--- config.mk ---
export PLATFORM = sky130hd
export DESIGN_NAME = jtframe_cheat_arb_flat
export DESIGN_NICKNAME = d
export VERILOG_FILES = /design/src/rtl/jtframe_sdram_pkg.sv /design/src/rtl/jtframe_cheat_arb_if.sv /design/src/rtl/jtframe_rr_pick.sv /design/src/rtl/jtframe_cheat_arb.sv /design/src/flat_wrapper.sv
export SDC_FILE = /design/constraint.sdc
export NUM_CORES = 1
export LEC_CHECK = 0
export CAP_MARGIN = 20
export CELL_PAD_IN_SITES_DETAIL_PLACEMENT = 0
export CELL_PAD_IN_SITES_GLOBAL_PLACEMENT = 2
export CORE_MARGIN = 8
export CORE_UTILIZATION = 26
export CTS_BUF_LIST = sky130_fd_sc_hd__clkbuf_16
export CTS_CLUSTER_SIZE = 24
export DETAILED_ROUTE_END_ITERATION = 8
export GPL_TIMING_DRIVEN = 0
export MAX_ROUTING_LAYER = met4
export PLACE_DENSITY = 0.93
export SLEW_MARGIN = 40
export SYNTH_ARGS = -nofsm -noshare
export SYNTH_HDL_FRONTEND = slang
export SYNTH_SLANG_ARGS = --single-unit
export TNS_END_PERCENT = 30
--- constraint.sdc ---
create_clock -name clk -period 3.74 [get_ports clk]
set_input_delay 0.748 -clock clk [delete_from_list [all_inputs] [get_ports clk]]
set_output_delay 0.748 -clock clk [all_outputs]
set_load 0.01 [all_outputs]
--- src/rtl/jtframe_sdram_pkg.sv ---
`default_nettype none
// ============================================================================
// Module      : jtframe_sdram_pkg
// Description : Shared encodings for the cheat-subsystem SDRAM bank-0 arbiter
// Revision    : 1.0 - initial release
// ============================================================================
package jtframe_sdram_pkg;

    localparam int STATE_W = 2;

    localparam logic [STATE_W-1:0] ST_IDLE = 2'd0;
    localparam logic [STATE_W-1:0] ST_GAME = 2'd1;
    localparam logic [STATE_W-1:0] ST_AUX  = 2'd2;

    localparam logic OWN_GAME = 1'b0;
    localparam logic OWN_AUX  = 1'b1;

    // Index width for a channel count, never narrower than one bit
    function automatic int idx_w(input int ch);
        return (ch > 1) ? $clog2(ch) : 1;
    endfunction

endpackage
`default_nettype wire

--- src/rtl/jtframe_cheat_arb_if.sv ---
`default_nettype none
// ============================================================================
// Module      : jtframe_cheat_arb_if
// Description : Game, auxiliary and SDRAM bank-0 signals of the cheat arbiter
// Revision    : 1.0 - initial release
// ============================================================================
interface jtframe_cheat_arb_if #(
    parameter int AW = 22,
    parameter int DW = 16,
    parameter int CH = 2
);
    logic              lock;
    logic [AW-1:0]     game_addr;
    logic              game_rd;
    logic              game_wr;
    logic [DW-1:0]     game_din;
    logic [1:0]        game_din_m;
    logic              game_ack;
    logic              game_dst;
    logic              game_rdy;
    logic [CH-1:0]     aux_req;
    logic [CH-1:0]     aux_we;
    logic [CH*AW-1:0]  aux_addr;
    logic [CH*DW-1:0]  aux_din;
    logic [CH*2-1:0]   aux_din_m;
    logic [CH-1:0]     aux_busy;
    logic [CH-1:0]     aux_done;
    logic [CH-1:0]     aux_err;
    logic [CH*DW-1:0]  aux_dout;
    logic [AW-1:0]     ba0_addr;
    logic              ba0_rd;
    logic              ba0_wr;
    logic [DW-1:0]     ba0_din;
    logic [1:0]        ba0_din_m;
    logic              ba0_ack;
    logic              ba0_dst;
    logic              ba0_rdy;
    logic [DW-1:0]     data_read;
    logic              timeout;

    // Arbiter side
    modport slave (
        input  lock, game_addr, game_rd, game_wr, game_din, game_din_m,
        input  aux_req, aux_we, aux_addr, aux_din, aux_din_m,
        input  ba0_ack, ba0_dst, ba0_rdy, data_read,
        output game_ack, game_dst, game_rdy,
        output aux_busy, aux_done, aux_err, aux_dout,
        output ba0_addr, ba0_rd, ba0_wr, ba0_din, ba0_din_m, timeout
    );

    // Environment side (game core, aux masters, SDRAM controller)
    modport master (
        output lock, game_addr, game_rd, game_wr, game_din, game_din_m,
        output aux_req, aux_we, aux_addr, aux_din, aux_din_m,
        output ba0_ack, ba0_dst, ba0_rdy, data_read,
        input  game_ack, game_dst, game_rdy,
        input  aux_busy, aux_done, aux_err, aux_dout,
        input  ba0_addr, ba0_rd, ba0_wr, ba0_din, ba0_din_m, timeout
    );
endinterface
`default_nettype wire

--- src/rtl/jtframe_rr_pick.sv ---
`default_nettype none
// ============================================================================
// Module      : jtframe_rr_pick
// Description : Combinational round-robin pick: first pending at/after ptr
// Revision    : 1.0 - initial release
// ============================================================================
module jtframe_rr_pick #(
    parameter int CH = 2,
    parameter int IW = 1
) (
    input  wire logic [CH-1:0] pend,
    input  wire logic [IW-1:0] ptr,
    output logic      [CH-1:0] oh,
    output logic      [IW-1:0] idx,
    output logic               vld
);
    logic          hi_v;
    logic [IW-1:0] hi_i;
    logic [IW-1:0] lo_i;

    // Descending scan so the lowest matching index is the one left standing
    always_comb begin
        hi_v = 1'b0;
        hi_i = '0;
        lo_i = '0;
        vld  = 1'b0;
        for (int j = CH - 1; j >= 0; j--) begin
            if (pend[j]) begin
                vld  = 1'b1;
                lo_i = IW'(j);
                if (IW'(j) >= ptr) begin
                    hi_v = 1'b1;
                    hi_i = IW'(j);
                end
            end
        end
        idx = hi_v ? hi_i : lo_i;
        oh  = '0;
        for (int j = 0; j < CH; j++) begin
            oh[j] = vld && (IW'(j) == idx);
        end
    end

endmodule
`default_nettype wire

--- src/rtl/jtframe_cheat_arb.sv ---
`default_nettype none
// ============================================================================
// Module      : jtframe_cheat_arb
// Description : SDRAM bank-0 arbiter: game pass-through plus round-robin aux
// Revision    : 1.0 - initial release
// ============================================================================
module jtframe_cheat_arb
    import jtframe_sdram_pkg::*;
#(
    parameter int AW  = 22,
    parameter int DW  = 16,
    parameter int CH  = 2,
    parameter int TOW = 8
) (
    input  wire logic        clk,
    input  wire logic        rst_n,
    jtframe_cheat_arb_if.slave bus
);
    localparam int IW = idx_w(CH);

    logic [STATE_W-1:0] state_q, state_d;
    logic [CH-1:0]      busy_q, busy_d;
    logic [CH-1:0]      done_q, done_d;
    logic [CH-1:0]      err_q, err_d;
    logic [CH-1:0]      we_q, we_d;
    logic [AW-1:0]      addr_q [CH];
    logic [AW-1:0]      addr_d [CH];
    logic [DW-1:0]      din_q [CH];
    logic [DW-1:0]      din_d [CH];
    logic [1:0]         din_m_q [CH];
    logic [1:0]         din_m_d [CH];
    logic [DW-1:0]      dout_q [CH];
    logic [DW-1:0]      dout_d [CH];
    logic [IW-1:0]      sel_q, sel_d;
    logic [CH-1:0]      sel_oh_q, sel_oh_d;
    logic [IW-1:0]      rr_q, rr_d;
    logic [TOW-1:0]     cnt_q, cnt_d;
    logic               acked_q, acked_d;
    logic               timeout_q, timeout_d;

    logic [CH-1:0]      w_pick_oh;
    logic [IW-1:0]      w_pick_idx;
    logic               w_pick_vld;
    logic               w_game_req;
    logic               w_expire;
    logic               w_owner;

    assign w_game_req = bus.game_rd | bus.game_wr;
    assign w_expire   = (cnt_q == {TOW{1'b1}}) && !bus.ba0_rdy;

    jtframe_rr_pick #(.CH(CH), .IW(IW)) u_pick (
        .pend (busy_q),
        .ptr  (rr_q),
        .oh   (w_pick_oh),
        .idx  (w_pick_idx),
        .vld  (w_pick_vld)
    );

    always_ff @(posedge clk) begin
        if (!rst_n) state_q <= ST_IDLE;
        else        state_q <= state_d;
    end

    // Game always wins against pending aux work when both show up in IDLE
    always_comb begin
        state_d = state_q;
        case (state_q)
            ST_IDLE: begin
                if (w_game_req)      state_d = ST_GAME;
                else if (w_pick_vld) state_d = ST_AUX;
            end
            ST_GAME, ST_AUX: begin
                if (bus.ba0_rdy || w_expire) state_d = ST_IDLE;
            end
            default: state_d = ST_IDLE;
        endcase
    end

    always_comb begin
        w_owner = (state_q == ST_AUX) ? OWN_AUX : OWN_GAME;
        if (w_owner == OWN_GAME) begin
            bus.ba0_addr  = bus.game_addr;
            bus.ba0_rd    = bus.game_rd;
            bus.ba0_wr    = bus.game_wr;
            bus.ba0_din   = bus.game_din;
            bus.ba0_din_m = bus.game_din_m;
        end else begin
            bus.ba0_addr  = addr_q[sel_q];
            bus.ba0_rd    = !acked_q && !we_q[sel_q];
            bus.ba0_wr    = !acked_q &&  we_q[sel_q];
            bus.ba0_din   = din_q[sel_q];
            bus.ba0_din_m = din_m_q[sel_q];
        end
        bus.game_ack = (w_owner == OWN_GAME) && bus.ba0_ack;
        bus.game_dst = (w_owner == OWN_GAME) && bus.ba0_dst;
        bus.game_rdy = (w_owner == OWN_GAME) && bus.ba0_rdy;
        bus.aux_busy = busy_q;
        bus.aux_done = done_q;
        bus.aux_err  = err_q;
        bus.timeout  = timeout_q;
    end

    for (genvar i = 0; i < CH; i++) begin : g_pack
        assign bus.aux_dout[i*DW +: DW] = dout_q[i];
    end

    always_comb begin
        busy_d    = busy_q;
        done_d    = '0;
        err_d     = err_q;
        we_d      = we_q;
        addr_d    = addr_q;
        din_d     = din_q;
        din_m_d   = din_m_q;
        dout_d    = dout_q;
        sel_d     = sel_q;
        sel_oh_d  = sel_oh_q;
        rr_d      = rr_q;
        acked_d   = acked_q;
        timeout_d = 1'b0;
        cnt_d     = cnt_q + 1'b1;

        if (state_q == ST_IDLE) begin
            cnt_d   = '0;
            acked_d = 1'b0;
            if (!w_game_req && w_pick_vld) begin
                sel_d    = w_pick_idx;
                sel_oh_d = w_pick_oh;
            end
        end

        if (state_q == ST_AUX) begin
            if (bus.ba0_ack) acked_d = 1'b1;
            if (bus.ba0_dst && !we_q[sel_q]) dout_d[sel_q] = bus.data_read;
            if (bus.ba0_rdy) begin
                done_d = sel_oh_q;
                busy_d = busy_q & ~sel_oh_q;
                rr_d   = (sel_q == IW'(CH - 1)) ? '0 : sel_q + 1'b1;
            end else if (w_expire) begin
                busy_d    = busy_q & ~sel_oh_q;
                err_d     = err_q | sel_oh_q;
                timeout_d = 1'b1;
            end
        end else if (state_q == ST_GAME && w_expire) begin
            timeout_d = 1'b1;
        end

        // Only idle channels accept; a channel finishing this cycle is already idle
        for (int i = 0; i < CH; i++) begin
            if (bus.aux_req[i] && !busy_q[i] && !bus.lock) begin
                busy_d[i]  = 1'b1;
                err_d[i]   = 1'b0;
                we_d[i]    = bus.aux_we[i];
                addr_d[i]  = bus.aux_addr[i*AW +: AW];
                din_d[i]   = bus.aux_din[i*DW +: DW];
                din_m_d[i] = bus.aux_din_m[i*2 +: 2];
            end
        end
    end

    always_ff @(posedge clk) begin
        if (!rst_n) begin
            busy_q    <= '0;
            done_q    <= '0;
            err_q     <= '0;
            we_q      <= '0;
            addr_q    <= '{default: '0};
            din_q     <= '{default: '0};
            din_m_q   <= '{default: '0};
            dout_q    <= '{default: '0};
            sel_q     <= '0;
            sel_oh_q  <= '0;
            rr_q      <= '0;
            cnt_q     <= '0;
            acked_q   <= 1'b0;
            timeout_q <= 1'b0;
        end else begin
            busy_q    <= busy_d;
            done_q    <= done_d;
            err_q     <= err_d;
            we_q      <= we_d;
            addr_q    <= addr_d;
            din_q     <= din_d;
            din_m_q   <= din_m_d;
            dout_q    <= dout_d;
            sel_q     <= sel_d;
            sel_oh_q  <= sel_oh_d;
            rr_q      <= rr_d;
            cnt_q     <= cnt_d;
            acked_q   <= acked_d;
            timeout_q <= timeout_d;
        end
    end

endmodule
`default_nettype wire

--- src/flat_wrapper.sv ---
// flat-port wrapper written by rule: the top's interface ports become plain ports
module jtframe_cheat_arb_flat import jtframe_sdram_pkg::*;
#(
    parameter int AW  = 22,
    parameter int DW  = 16,
    parameter int CH  = 2,
    parameter int TOW = 8
)
  (clk, rst_n, bus_lock, bus_game_addr, bus_game_rd, bus_game_wr, bus_game_din, bus_game_din_m, bus_aux_req, bus_aux_we, bus_aux_addr, bus_aux_din, bus_aux_din_m, bus_ba0_ack, bus_ba0_dst, bus_ba0_rdy, bus_data_read, bus_game_ack, bus_game_dst, bus_game_rdy, bus_aux_busy, bus_aux_done, bus_aux_err, bus_aux_dout, bus_ba0_addr, bus_ba0_rd, bus_ba0_wr, bus_ba0_din, bus_ba0_din_m, bus_timeout);
  jtframe_cheat_arb_if #(.AW(AW), .DW(DW), .CH(CH)) bus_i ();
  input  wire logic clk;
  input  wire logic rst_n;
  input wire logic [$bits(bus_i.lock)-1:0] bus_lock;
  input wire logic [$bits(bus_i.game_addr)-1:0] bus_game_addr;
  input wire logic [$bits(bus_i.game_rd)-1:0] bus_game_rd;
  input wire logic [$bits(bus_i.game_wr)-1:0] bus_game_wr;
  input wire logic [$bits(bus_i.game_din)-1:0] bus_game_din;
  input wire logic [$bits(bus_i.game_din_m)-1:0] bus_game_din_m;
  input wire logic [$bits(bus_i.aux_req)-1:0] bus_aux_req;
  input wire logic [$bits(bus_i.aux_we)-1:0] bus_aux_we;
  input wire logic [$bits(bus_i.aux_addr)-1:0] bus_aux_addr;
  input wire logic [$bits(bus_i.aux_din)-1:0] bus_aux_din;
  input wire logic [$bits(bus_i.aux_din_m)-1:0] bus_aux_din_m;
  input wire logic [$bits(bus_i.ba0_ack)-1:0] bus_ba0_ack;
  input wire logic [$bits(bus_i.ba0_dst)-1:0] bus_ba0_dst;
  input wire logic [$bits(bus_i.ba0_rdy)-1:0] bus_ba0_rdy;
  input wire logic [$bits(bus_i.data_read)-1:0] bus_data_read;
  output wire logic [$bits(bus_i.game_ack)-1:0] bus_game_ack;
  output wire logic [$bits(bus_i.game_dst)-1:0] bus_game_dst;
  output wire logic [$bits(bus_i.game_rdy)-1:0] bus_game_rdy;
  output wire logic [$bits(bus_i.aux_busy)-1:0] bus_aux_busy;
  output wire logic [$bits(bus_i.aux_done)-1:0] bus_aux_done;
  output wire logic [$bits(bus_i.aux_err)-1:0] bus_aux_err;
  output wire logic [$bits(bus_i.aux_dout)-1:0] bus_aux_dout;
  output wire logic [$bits(bus_i.ba0_addr)-1:0] bus_ba0_addr;
  output wire logic [$bits(bus_i.ba0_rd)-1:0] bus_ba0_rd;
  output wire logic [$bits(bus_i.ba0_wr)-1:0] bus_ba0_wr;
  output wire logic [$bits(bus_i.ba0_din)-1:0] bus_ba0_din;
  output wire logic [$bits(bus_i.ba0_din_m)-1:0] bus_ba0_din_m;
  output wire logic [$bits(bus_i.timeout)-1:0] bus_timeout;
  assign bus_i.lock = bus_lock;
  assign bus_i.game_addr = bus_game_addr;
  assign bus_i.game_rd = bus_game_rd;
  assign bus_i.game_wr = bus_game_wr;
  assign bus_i.game_din = bus_game_din;
  assign bus_i.game_din_m = bus_game_din_m;
  assign bus_i.aux_req = bus_aux_req;
  assign bus_i.aux_we = bus_aux_we;
  assign bus_i.aux_addr = bus_aux_addr;
  assign bus_i.aux_din = bus_aux_din;
  assign bus_i.aux_din_m = bus_aux_din_m;
  assign bus_i.ba0_ack = bus_ba0_ack;
  assign bus_i.ba0_dst = bus_ba0_dst;
  assign bus_i.ba0_rdy = bus_ba0_rdy;
  assign bus_i.data_read = bus_data_read;
  assign bus_game_ack = bus_i.game_ack;
  assign bus_game_dst = bus_i.game_dst;
  assign bus_game_rdy = bus_i.game_rdy;
  assign bus_aux_busy = bus_i.aux_busy;
  assign bus_aux_done = bus_i.aux_done;
  assign bus_aux_err = bus_i.aux_err;
  assign bus_aux_dout = bus_i.aux_dout;
  assign bus_ba0_addr = bus_i.ba0_addr;
  assign bus_ba0_rd = bus_i.ba0_rd;
  assign bus_ba0_wr = bus_i.ba0_wr;
  assign bus_ba0_din = bus_i.ba0_din;
  assign bus_ba0_din_m = bus_i.ba0_din_m;
  assign bus_timeout = bus_i.timeout;
  jtframe_cheat_arb #(.AW(AW), .DW(DW), .CH(CH), .TOW(TOW)) u_core (.clk(clk), .rst_n(rst_n), .bus(bus_i));
endmodule
Figure 1. M2 wires.
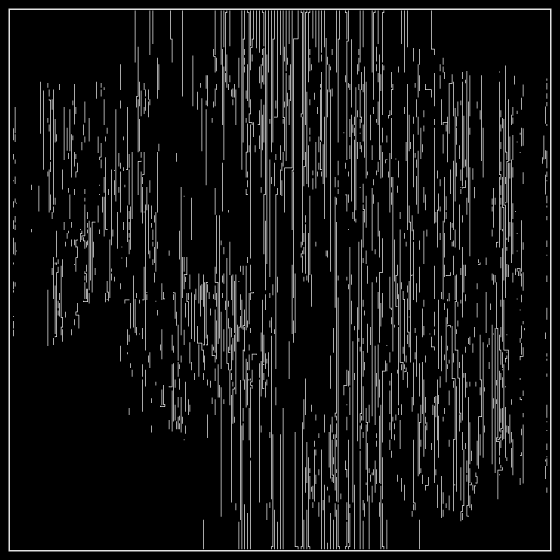
wire length on this layer	10300 µm
longest straight run	64.9 µm
nets with wire on the layer	926
met2 Track Usage GR: 0.2617
final WL: 22.66 mm

Figure 2. Track usage over the die.
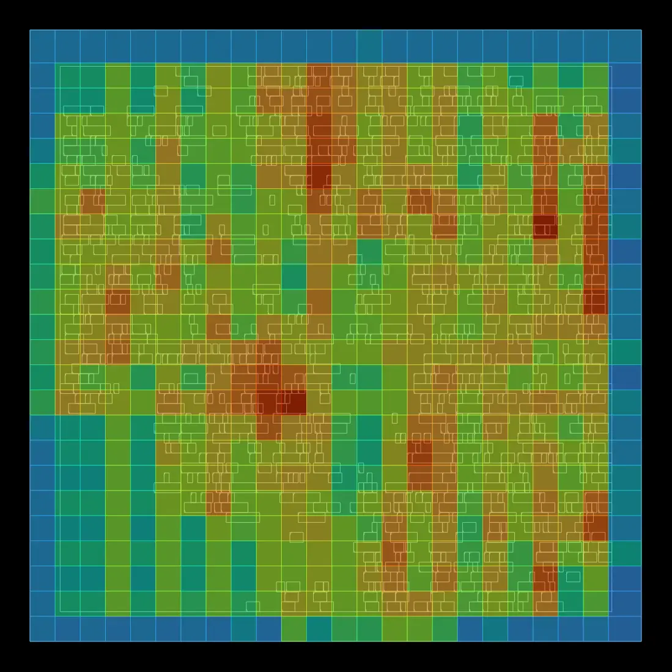
Wirelength per Cell: 17.46 µm
Tot GR Track Use: 0.1645
gr busiest metal: met2
routing usage on met3: 0.06254

Figure 3. M3 wires.
Scale bar: 50 µm.
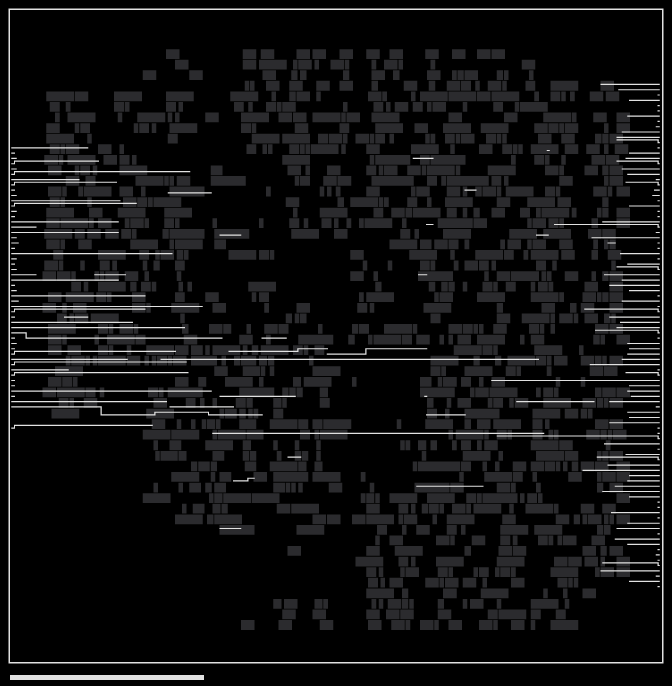
longest straight run	97.1 µm
nets with wire on the layer	157
via count: 5797

==> results.yml <==
# synthesis and place-and-route metrics
cts:
  cts_buffers: 17
  root_buffer: "clkbuf_16"
  clk_pin_slew_ns: 0.06
  post-cts-setup-buffer-count: 0
  insertion_delay_ns: 0.42
  cts.sinks: 136
  h-tree-depth: 4
  clockBufferDepth: 2
  cts.repair.resized: 2
  cts_tree: "yes"
layout:
  largest_class: "multi-input combinational cells"
  n_antenna_cell: 3
  fillers: 2269
  seq_share: 0.2938
  mostFrequentLayoutCells: "244 x nand2_1, 231 x clkdlybuf4s50_1, 136 x dfxtp_1, 95 x a21boi_0, 56 x nor2_1"
  nets: 1149
  buffers: 284
  final-nonclk-buf-share: 0.2738
  sh_comb_area: 0.3267
  logic_area_um2: 3028
  inverters_excl_clock: 4
  layout.area.seq_um2: 2723
  seq_cell_count: 136
  clk_share: 0.06480
  comb_cells: 554
  area_growth_pct: 54.83
  lay_top_count: "nand2_1"
  drive_gt1_frac: 0.05347
  nClkBuffers: 17
hold_path:
  min_delay_path_depth: 1
  whs_endpoint: "u_core.cnt_q[0]"
  hold_start: "u_core.cnt_q[0]"
  min_path_type: "register to register"
run:
  warning_count: 28
  cap_viol_max_count: 0
yosys:
  yosysSeqAreaShare: 0.4548
  top_cells_by_area: "dfxtp_1 45%, nand2_1 15%, a21boi_0 12%"
  yosysCellCount: 747
  fp_nets: 899
  ys_area_um2: 5986
  ys.flops: 136
  ys_types: 31
  aoi_share: 0.2013
  ys_warn_count: 0
  netlist_area_um2: 5986
  xor_area_frac: 0.007316
  ys_sh_adder: 0.008361
  topCombFamilyByArea: "simple AND/OR/NAND/NOR gates"
  simple_gate_share: 0.2184
  synth.avg_cell_area_um2: 8.013
  synth_top_cell_by_area: "dfxtp_1"
  mux_area_frac: 0.07044
  top_cell_area_share: 0.4548
  synthCells: 747
timing:
  post-route-period-util: 0.9332
  fin_tns_setup_ns: 0
  rsz0062_at_grt: "false"
  finalSetupViolCount: 0
  hold_slack_ns: 0.4451
  slew_viol_final: 0
  timing.fmax_ghz: 0.2865
  tightest_slew_ns: 0.6078
  hold_viol: 0
  fin_crit_ns: 3.490
  worst_clock_skew_ns: 0.01287
  setup_ws_ns: 0.2498
  slew_headroom: 0.5948
floorplan:
  die_area_um2: 28130
  fp_util: 0.2644
  die.size.y_um: 167.7
  well_tap_count: 285
  die_x_um: 167.7
  row_count: 55
  core_um2: 22640
  pin_count: 232
placed_design:
  dp_slack_ns: 0.3267
  gp_congestion: 0.7822
  dpl.hpwl_mm: 17.27
  port_buffers: 231
global_route:
  grt_remaining_overflow: 0
  first_global_vias: 6074
  grt_pass1_wl_mm: 34.83
  grt_antenna_before_repair: 2
  grt_max_degree: 17
routing:
  wl_met3_mm: 2.137
  top_layer: "met4"
  drc: 0
  wl_met1_mm: 10.03
  post_drt_via_cell_ratio: 4.466
  ant_nets: 0
  drt_iter0_drc: 221
  wl_met2_mm: 10.31
  drtPass1Iterations: 5
critical_path:
  worst-endpoint-required_ns: 2.99
  crit_fanout: 10
  cp-end-kind: "primary output"
  r2r-start: "u_core.state_q[0]"
  worst-r2r-setup-slack_ns: 1.89
  start_kind: "register"
  reg2regPathDepth: 7
  cp.arrival_ns: 2.74
  path_class: "register to primary output"
  r2r-end: "u_core.bus.aux_dout[9]"
power:
  internal_power_mw: 2.886
  cellPowerDensity_nw_per_um2: 416.7
  pg_clk_mw: 1.72
  p_sw_mw: 0.9759
  p_comb_mw: 0.602
  ir_worst_vdd_mv: 0.3203
  comb_power_share: 0.156
  seqPwrFrac: 0.398
  p_clk_frac: 0.447
  swShare: 0.2527
  power_leader: "the clock network"
  p_seq_mw: 1.54
  power.total_mw: 3.862
status:
  outcome: "completed"
Figure 4. M1 wires.
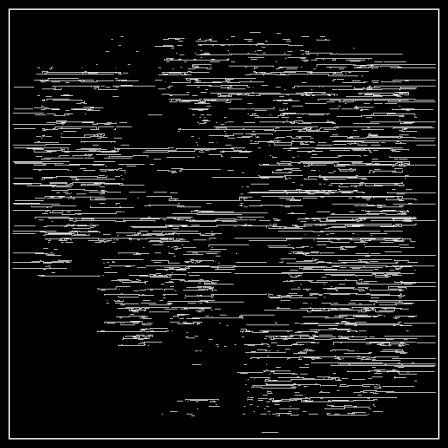
main direction	horizontal
nets with wire on the layer	1049
wire length on this layer	10000 µm
longest straight run	63.0 µm
Global Route met1 Usage: 0.1956

Figure 5. Signal wires on met4.
Scale bar: 50 µm.
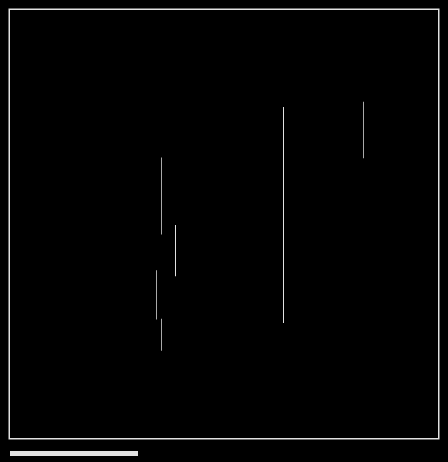
share of all routed wire	0.83%
nets with wire on the layer	3

## worst max-delay path, cell delays in order, from the launching register on
cell	delay (ns)
dfxtp_1	0.32
inv_1	0.08
ha_1	0.24
clkbuf_1	0.49
clkbuf_1	0.51
a21oi_1	0.13
clkdlybuf4s50_1	0.55
## synthesized netlist by cell type (all sizes together)
library cell / n
nand4b: 1
nor3: 1
mux2: 1
inv: 4
nand2: 244
a31oi: 2
buf: 17
xnor2: 2
and3b: 1
and4: 1
nand3: 5
a21oi: 45
nor3b: 1
nor2b: 3
dfxtp: 136
nor2: 56
o21ai: 6
o32ai: 1
and3: 2
and2: 4
nand2b: 4
a21boi: 120
xor2: 3
o211a: 2
ha: 4
clkbuf: 36
or3: 2
nand3b: 1
o21a: 1
mux2i: 41
## how the worst max path moves through the flow
stage,from,endpoint,slack (ns),cells past startpoint
6_report,u_core.state_q[0],bus_ba0_din[8],0.25,6
5_1_grt,u_core.state_q[0],bus_ba0_din[8],0.1,6
4_1_cts,u_core.state_q[0],bus_ba0_din[8],0.02,7
3_5_place_dp,u_core.state_q[0],bus_ba0_addr[2],0.33,7
3_3_place_gp,u_core.state_q[0],bus_ba0_addr[2],0.32,7
2_1_floorplan,u_core.state_q[0],bus_ba0_addr[0],1.56,6
## flip-flops by register name, indices dropped and copies added (netlist names), 2 cells and up
signal,count
u_core.addr_q,44
u_core.bus.aux_busy,2
u_core.bus.aux_done,2
u_core.bus.aux_dout,32
u_core.bus.aux_err,2
u_core.cnt_q,8
u_core.din_m_q,4
u_core.din_q,32
u_core.sel_oh_q,2
u_core.state_q,2
u_core.we_q,2
## stage by stage
stage,utilization,area (µm²),cells
floorplan,-,5986,747
global placement,0.3823,8655,1263
detailed placement,0.3823,8655,1263
CTS,0.4089,9258,1295
global route,0.4092,9265,1297
finish,0.4093,9268,1298
Power and IR drop assume default switching activity.
